Design serial_sub_n, sky130hd; sources not shown.
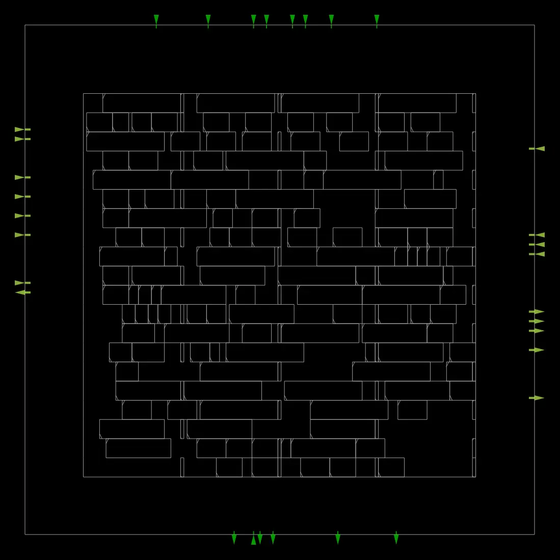
placement.png
post-route core utilization: 67.8%
flop count: 40

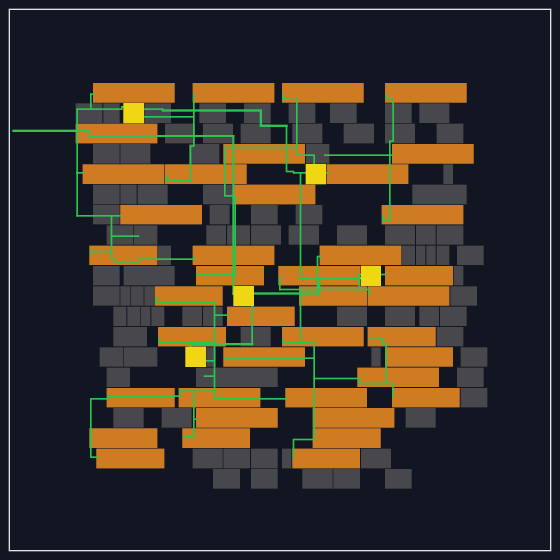
clk_routes.png
- orange: flip-flops (count 40)
- green: clock wires (length 460 um)
- yellow: clock drivers (count 5)
- routed clock nets: 6
insertion delay at the late pin of the worst-skew pair: 0.34 ns
Clk power: 0.000638 W
Clock Power Share: 18.1%

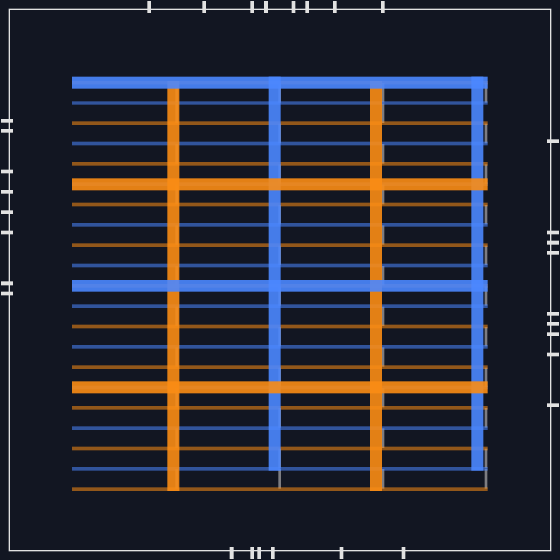
power_grid.png
Pins as bars on the die edge. Tap cells in grey.
- orange: VSS
- blue: VDD
- signal pins: 31
- met4 straps: 4
- tap cells: 44
- met1 rails: 21
- met5 straps: 4
die height: 72.3 um
Die W: 72.3 um
Max VDD drop: 0.000830 V
core area: 3030 sq um

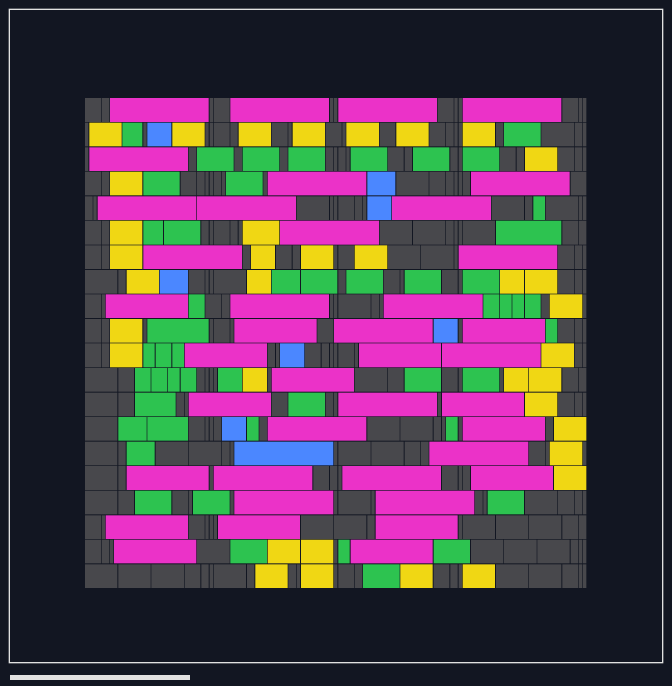
placement_by_type.png
Scale bar: 20 um. Fill, decap, tap and diode cells in grey.
- magenta: sequential cells (cells 40)
- blue: clock drivers and dummy loads (cells 8)
- yellow: remaining buffers and delay cells (cells 36)
- green: combinational and other logic (cells 50)
row count: 20
Seq area share: 54.6%
final instance area: 2050 sq um

==> flow_metrics.py <==
# Synthesis and PnR figures
metrics = {
    "status": {
        "status": "finished clean",
    },
    "clock_network": {
        "htreeDepth": 2,
        "path_clk_slew_ns": 0.12,
        "root_buffer": "clkbuf_4",
    },
    "sta": {
        "drv_slew": 0,
        "setup_viol_count_final": 0,
        "setup_ws_ns": 0.107,
        "finalCritPeriodShare_pct": 93.7,
        "tns_ns": 0,
    },
    "global_route": {
        "grt_antenna_before_repair": 0,
        "grt_overflow": 0,
        "gr-usage-all-layers_pct": 10.9,
        "grt_max_degree": 18,
    },
    "synth": {
        "yosysCellCount": 93,
        "ys_sh_adder_pct": 2.84,
        "most_common_cell": "edfxtp_1",
        "syn_avg_cell_area_sq_um": 17.0,
        "synthesis.area_sq_um": 1580,
        "ys_ff": 40,
        "yosysChipArea_sq_um": 1580,
        "yosys.cell_types.count": 16,
        "yosysTopAreaCellShare_pct": 45.5,
        "synth-edff-count": 24,
        "synthMuxAreaShare_pct": 16.4,
    },
    "worst_setup_path": {
        "crit_buf_inv": 1,
        "crit_type": "flip-flop to flip-flop",
        "cp-start-kind": "flip-flop",
        "r2r_slack_ns": 0.11,
        "crit_arrival_ns": 1.79,
        "crit_cells": 5,
    },
    "min_path": {
        "holdCritPathClass": "input port to asynchronous set/reset pin",
    },
    "final_layout": {
        "syn2layout_area_growth_pct": 29.5,
        "drive_gt1_share_pct": 29.9,
        "nNetsFinal": 156,
        "n_antenna_cell": 0,
    },
    "place": {
        "dp_cells": 165,
        "port_buffers": 30,
        "dp_worst_setup_slack_ns": -0.408,
    },
    "flow_run": {
        "openroad.warnings": 25,
        "maxCapViolCount": 0,
    },
    "floorplanning": {
        "fp_util_pct": 52.3,
    },
    "route": {
        "ant_nets": 0,
        "dr.pass1.iters": 5,
        "vias": 870,
    },
    "pwr": {
        "power_w": 0.00352,
    },
}
## what timing repair did
action                                  CTS  global route
endpoints found under the setup margin   39            18
setup buffers                             5             0
endpoints found under the hold margin     0             0
pin swaps                                 1             0
cloned                                    0             0
resized                                   2             2
## area by class of cell
| cell class | instances | area [sq um] |
|---|---|---|
| clock buffers | 5 | 37.5 |
| clock inverters | 3 | 47.5 |
| repair buffers | 36 | 349 |
| fillers | 230 | 976 |
| well taps | 44 | 55.1 |
| flip-flops and latches | 40 | 1120 |
| multi-input cells | 42 | 412 |
| inverters | 8 | 30.0 |
## routing by layer
layer	track usage (%)	up-vias	wire (um)
met1	11.9	429	1130
met2	16.2	24	1250
met4	6.12	0	21
met5	-	-	0
li1	-	415	-
met3	4.96	2	136
## cells by family after synthesis
logic type      after synthesis
mux                          23
compound gates                9
flops                        40
fa+ha+maj                     3
simple gates                  7
buf+inv                      11
## cell usage in the layout, fill, tap and decap left out, types with 2 or more instances in the layout
master	count
a22o_1	2
dfrtp_1	16
buf_4	5
clkbuf_4	5
ha_1	2
a21oi_1	2
clkdlybuf4s50_1	30
o21ai_0	4
nand2_1	2
inv_1	7
clkinv_4	2
edfxtp_1	24
mux2_2	23
and2_1	2
## where the power goes
group | switching [W] | total [W] | internal [W]
sequential | 0.000194 | 0.00183 | 0.00163
clock | 0.000324 | 0.000638 | 0.000314
combinational | 0.000403 | 0.00105 | 0.000650
## worst register-to-register path: stages (launching register included)
cell and delay (ns):
dfrtp_1 0.41, ha_1 0.20, ha_1 0.20, nand3b_1 0.11, buf_4 0.18, mux2_2 0.34
Power figures rest on the tool's default switching activity, not on a simulated workload.
